### config.mk
export PLATFORM = sky130hd
export DESIGN_NAME = zloader
export DESIGN_NICKNAME = d
export VERILOG_FILES = /design/src/rtl/zloader.sv
export SDC_FILE = /design/constraint.sdc
export NUM_CORES = 1
export LEC_CHECK = 0
export CORE_ASPECT_RATIO = 1.2
export CORE_MARGIN = 2
export CORE_UTILIZATION = 51
export CTS_BUF_LIST = sky130_fd_sc_hd__clkbuf_4 sky130_fd_sc_hd__clkbuf_8 sky130_fd_sc_hd__clkbuf_16
export CTS_CLUSTER_SIZE = 25
export DETAILED_ROUTE_END_ITERATION = 8
export PLACE_DENSITY = 0.76
export SLEW_MARGIN = 30
export SYNTH_ARGS = -nofsm -noshare
export SYNTH_HDL_FRONTEND = slang
export SYNTH_SLANG_ARGS = --single-unit
### constraint.sdc
create_clock -name CLK -period 2.2 [get_ports CLK]
set_input_delay 0.44 -clock CLK [delete_from_list [all_inputs] [get_ports CLK]]
set_output_delay 0.44 -clock CLK [all_outputs]
set_load 0.01 [all_outputs]
### src/rtl/zloader.sv
// zloader: streams a length-prefixed, XOR-checked program image into a
// 16-entry program RAM, pads the remainder with FILL_BYTE, and holds the CPU
// core in reset until a clean image has been written.
//
// state | meaning
// IDLE  | after reset, waiting for START
// LEN   | accepting the length byte L
// DATA  | accepting L payload bytes, one RAM write each
// CHK   | accepting the checksum byte
// FILL  | padding addresses L..15 with FILL_BYTE
// DONE  | image loaded, CPU released
// ERR   | bad length or checksum, CPU held
module zloader #(
  parameter int              ADDR_W    = 4,
  parameter int              DATA_W    = 8,
  parameter logic [DATA_W-1:0] FILL_BYTE = 8'h00
) (
  input  logic              CLK,
  input  logic              RESET_N,
  input  logic              START,
  input  logic              IN_VALID,
  input  logic [DATA_W-1:0] IN_DATA,
  output logic              IN_READY,
  output logic [ADDR_W-1:0] RAM_ADDR,
  output logic              RAM_OP,
  output logic [DATA_W-1:0] RAM_DATA_IN,
  output logic              CPU_RESET,
  output logic              BUSY,
  output logic              DONE,
  output logic              ERROR,
  output logic [DATA_W-1:0] CHECKSUM
);

  localparam int DEPTH = 1 << ADDR_W;
  // Counter terminal value: one past the last RAM address, so it never wraps.
  localparam logic [ADDR_W:0] CNT_END = (ADDR_W+1)'(DEPTH);
  localparam logic [DATA_W:0] MAX_LEN = (DATA_W+1)'(DEPTH);

  typedef enum logic [2:0] {
    S_IDLE, S_LEN, S_DATA, S_CHK, S_FILL, S_DONE, S_ERR
  } state_t;

  state_t            state_q, state_d;
  logic [ADDR_W:0]   cnt_q, cnt_d;
  logic [ADDR_W:0]   len_q, len_d;
  logic [DATA_W-1:0] chk_q, chk_d;
  logic              ram_op_q, ram_op_d;
  logic [ADDR_W-1:0] ram_addr_q, ram_addr_d;
  logic [DATA_W-1:0] ram_data_q, ram_data_d;

  logic in_ready;
  logic xfer;
  logic len_ok;
  logic chk_match;

  assign xfer      = IN_VALID && in_ready;
  assign len_ok    = ({1'b0, IN_DATA} != '0) && ({1'b0, IN_DATA} <= MAX_LEN);
  assign chk_match = (IN_DATA == chk_q);

  // State and datapath registers with synchronous active-low reset.
  always_ff @(posedge CLK) begin
    if (!RESET_N) begin
      state_q    <= S_IDLE;
      cnt_q      <= '0;
      len_q      <= '0;
      chk_q      <= '0;
      ram_op_q   <= 1'b0;
      ram_addr_q <= '0;
      ram_data_q <= '0;
    end else begin
      state_q    <= state_d;
      cnt_q      <= cnt_d;
      len_q      <= len_d;
      chk_q      <= chk_d;
      ram_op_q   <= ram_op_d;
      ram_addr_q <= ram_addr_d;
      ram_data_q <= ram_data_d;
    end
  end

  // Next-state selection.
  always_comb begin
    state_d = state_q;
    case (state_q)
      S_IDLE, S_DONE, S_ERR: if (START) state_d = S_LEN;
      S_LEN:  if (xfer) state_d = len_ok ? S_DATA : S_ERR;
      S_DATA: if (xfer && ((cnt_q + 1'b1) == len_q)) state_d = S_CHK;
      S_CHK: begin
        if (xfer) begin
          if (!chk_match)           state_d = S_ERR;
          else if (len_q == CNT_END) state_d = S_DONE;
          else                       state_d = S_FILL;
        end
      end
      S_FILL: if (cnt_q == CNT_END) state_d = S_DONE;
      default: state_d = S_IDLE;
    endcase
  end

  // Datapath: counter, checksum and the one-cycle registered RAM write.
  // The CHK->FILL transition issues the first pad write so that pad writes
  // are visible only while in FILL and DONE starts with RAM_OP low.
  always_comb begin
    cnt_d      = cnt_q;
    len_d      = len_q;
    chk_d      = chk_q;
    ram_op_d   = 1'b0;
    ram_addr_d = '0;
    ram_data_d = '0;
    case (state_q)
      S_IDLE, S_DONE, S_ERR: begin
        if (START) begin
          cnt_d = '0;
          len_d = '0;
          chk_d = '0;
        end
      end
      S_LEN: if (xfer) len_d = IN_DATA[ADDR_W:0];
      S_DATA: begin
        if (xfer) begin
          ram_op_d   = 1'b1;
          ram_addr_d = cnt_q[ADDR_W-1:0];
          ram_data_d = IN_DATA;
          chk_d      = chk_q ^ IN_DATA;
          cnt_d      = cnt_q + 1'b1;
        end
      end
      S_CHK: begin
        if (xfer && chk_match && (len_q != CNT_END)) begin
          ram_op_d   = 1'b1;
          ram_addr_d = cnt_q[ADDR_W-1:0];
          ram_data_d = FILL_BYTE;
          cnt_d      = cnt_q + 1'b1;
        end
      end
      S_FILL: begin
        if (cnt_q != CNT_END) begin
          ram_op_d   = 1'b1;
          ram_addr_d = cnt_q[ADDR_W-1:0];
          ram_data_d = FILL_BYTE;
          cnt_d      = cnt_q + 1'b1;
        end
      end
      default: ;
    endcase
  end

  // Status outputs decoded from the registered state.
  always_comb begin
    in_ready    = (state_q == S_LEN) || (state_q == S_DATA) || (state_q == S_CHK);
    IN_READY    = in_ready;
    BUSY        = in_ready || (state_q == S_FILL);
    DONE        = (state_q == S_DONE);
    ERROR       = (state_q == S_ERR);
    CPU_RESET   = (state_q != S_DONE);
    CHECKSUM    = chk_q;
    RAM_OP      = ram_op_q;
    RAM_ADDR    = ram_addr_q;
    RAM_DATA_IN = ram_data_q;
  end

endmodule

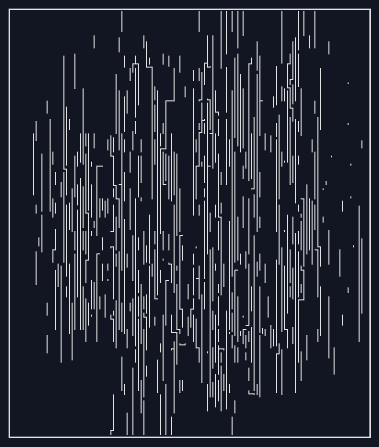
Fig. 1. The metal 2 layer (run 1).
Drawn at 6 px/micron.
main direction: vertical
wire length on this layer: 2,440 microns
longest straight run: 34.0 microns

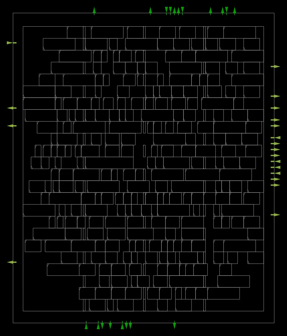
Fig. 2. Cell outlines without signal wires (run 1).
sequential cell count of the final layout: 34
area of the core: 3600 sq um
register fraction of the total cell area: 26.9%
Tapcell Cnt: 39

==> results.env, run 1 <==
OUTCOME='finished clean'
TIMING.CLOCK.SKEW_NS=0.00732
IO_BUFFER_COUNT=37
POWER.COMBINATIONAL.FRACTION_PCT=44.6
CHIPAREA_SQ_UM=4260
FLOP_AREA_SQ_UM=682
CTS_HOLD_BUF=0
PATH_CELLS='nor2_2 -> xnor2_1 -> clkdlybuf4s50_1'
SETUP.REG_TO_REG.WORST_SLACK_NS=0.24
INSTANCES_NO_FILL=314
POSTSYNTHREGISTERBITS=34
POWER-PER-CELL-AREA_nW_PER_UM2=967
CRITICAL-PATH-MAX-STAGE-DELAY_NS=0.56
CP-START-KIND='register'
SYNTH-MAIN-FF-CELL='sky130_fd_sc_hd__dfxtp_1'
SYNTH.AREA.TOP_CELLS='sky130_fd_sc_hd__dfxtp_1, sky130_fd_sc_hd__nand3b_1, sky130_fd_sc_hd__a21oi_1'
DIE_H_MICRONS=71.1
PWR.GROUP.COMBINATIONAL_uW=1090
P_TOTAL_uW=2450
CELL_CHOSEN_FOR_THE_CLOCK_ROOT='sky130_fd_sc_hd__clkbuf_8'
CRITPATHCAPTURE='BUSY'
SEQ_AREA_FRAC_SYNTH_PCT=35.6
ROUTEDLENGTHMET1_MICRONS=2010
LAYOUT.CLOCK_BUFFERS=6
AREA.SHARE.COMBINATIONAL_PCT=44.8
LARGEST_AREA_CELL='sky130_fd_sc_hd__dfxtp_1'
ANTENNA_LEFT=0
CRITICALPATHCATEGORY='register to primary output'
DP_CELLS=307
TIMING.FINAL.MAX_SLEW_VIOLATIONS=0
YOSYS-TOP-CELLS-COUNT='sky130_fd_sc_hd__dfxtp_1, sky130_fd_sc_hd__nor2_1, sky130_fd_sc_hd__a21oi_1, sky130_fd_sc_hd__nand2_1, sky130_fd_sc_hd__nand3b_1'
TIMING.RR.START='state_q[1]$_SDFFE_PN0P_'
SYNTHMOSTINSTANTIATEDCELL='sky130_fd_sc_hd__dfxtp_1'
DATA_REQUIRED_TIME_AT_THE_WORST_ENDPOINT_NS=1.76
FIN_TNS_SETUP_NS=0
ACHIEVABLE-FREQUENCY_MHz=478
VIA_COUNT=1821
PERIOD_MINUS_SLACK_NS=2.09
LEAKAGE_uW=0.000922
PLACE_WORST_SETUP_SLACK_NS=-0.110
CTS-HTREE-LEVELS=2
PLACED_AREA_SQ_UM=2410
NUM-NONCLK-BUFFERS=57
AREA_SHARE_OF_AND_OR_NAND_NOR_CELLS_AFTER_SYNTHESIS_PCT=30.3
DIEWIDTH_MICRONS=59.9
CRITICAL_PATH.SLOWEST_CELL='sky130_fd_sc_hd__clkdlybuf4s50_1'
SYN-INSTANCE-COUNT=221
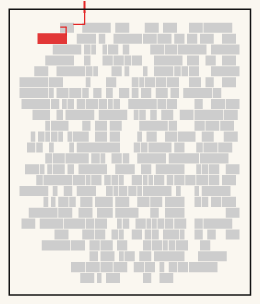
Fig. 3. Port wiring (run 1).
Drawn at 4 px/micron.
[RAM_OP] red | bits: 1 | direction: output | end cells: 1 | buffers: 1 | wire: 9.50 microns

==> inputs of run 2 (changes only) <==
- CORE_UTILIZATION: 51 -> 55
- HOLD_SLACK_MARGIN: not set -> 0.1
- PLACE_DENSITY: 0.76 -> 0.81
- REMOVE_ABC_BUFFERS: not set -> 1
- clock period: 2.2 -> 2.6 ns (I/O delays scaled with it)
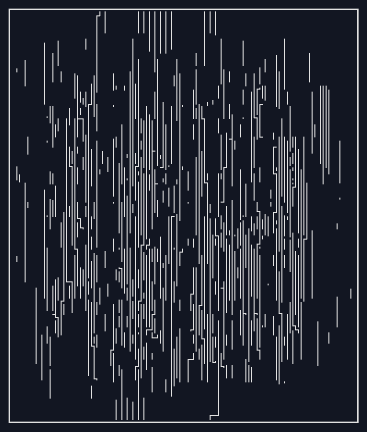
Fig. 4. The metal 2 layer (run 2).
Drawn at 6 px/micron.
nets with wire on the layer: 240
main direction: vertical
share of all routed wire: 50%
wire length on this layer: 2,430 microns
longest straight run: 29.9 microns

==> results.env, run 2 <==
CELL_CHOSEN_FOR_THE_CLOCK_ROOT='sky130_fd_sc_hd__clkbuf_8'
SYNTH.AREA.TOP_CELLS='sky130_fd_sc_hd__dfxtp_1, sky130_fd_sc_hd__nand3b_1, sky130_fd_sc_hd__a21oi_1'
TIMING.FINAL.MAX_SLEW_VIOLATIONS=0
P_TOTAL_uW=2140
IO_BUFFER_COUNT=37
AREA_SHARE_OF_AND_OR_NAND_NOR_CELLS_AFTER_SYNTHESIS_PCT=30.3
TIMING.RR.START='state_q[1]$_SDFFE_PN0P_'
PLACE_WORST_SETUP_SLACK_NS=0.105
POSTSYNTHREGISTERBITS=34
SEQ_AREA_FRAC_SYNTH_PCT=35.6
OUTCOME='finished clean'
CP-START-KIND='register'
WELL_TAP_COUNT=37
ROUTEDLENGTHMET1_MICRONS=2030
SYNTH-MAIN-FF-CELL='sky130_fd_sc_hd__dfxtp_1'
NUM-NONCLK-BUFFERS=49
PWR.GROUP.COMBINATIONAL_uW=892
ANTENNA_LEFT=0
LAYOUT.CLOCK_BUFFERS=5
SYN-INSTANCE-COUNT=221
DP_CELLS=297
PLACED_AREA_SQ_UM=2350
INSTANCES_NO_FILL=305
TIMING.CLOCK.SKEW_NS=0.00520
FLOP_AREA_SQ_UM=681
DIEWIDTH_MICRONS=57.8
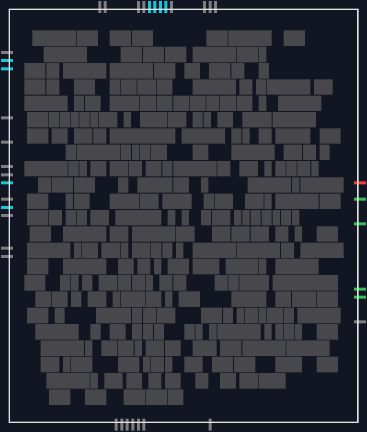
Fig. 5. Ports around the boundary (run 2).
Drawn at 6 px/micron. Pins as bars across the die edge, other pins in gray.
[RAM_OP] red | pins: 1 | direction: output | edge: east
[RAM_ADDR] green | pins: 4 | direction: output | edge: east
[IN_DATA] cyan | pins: 8 | direction: input | edge: 4 west, 4 north

No activity file was given, so power comes from the tool's default toggle rates.
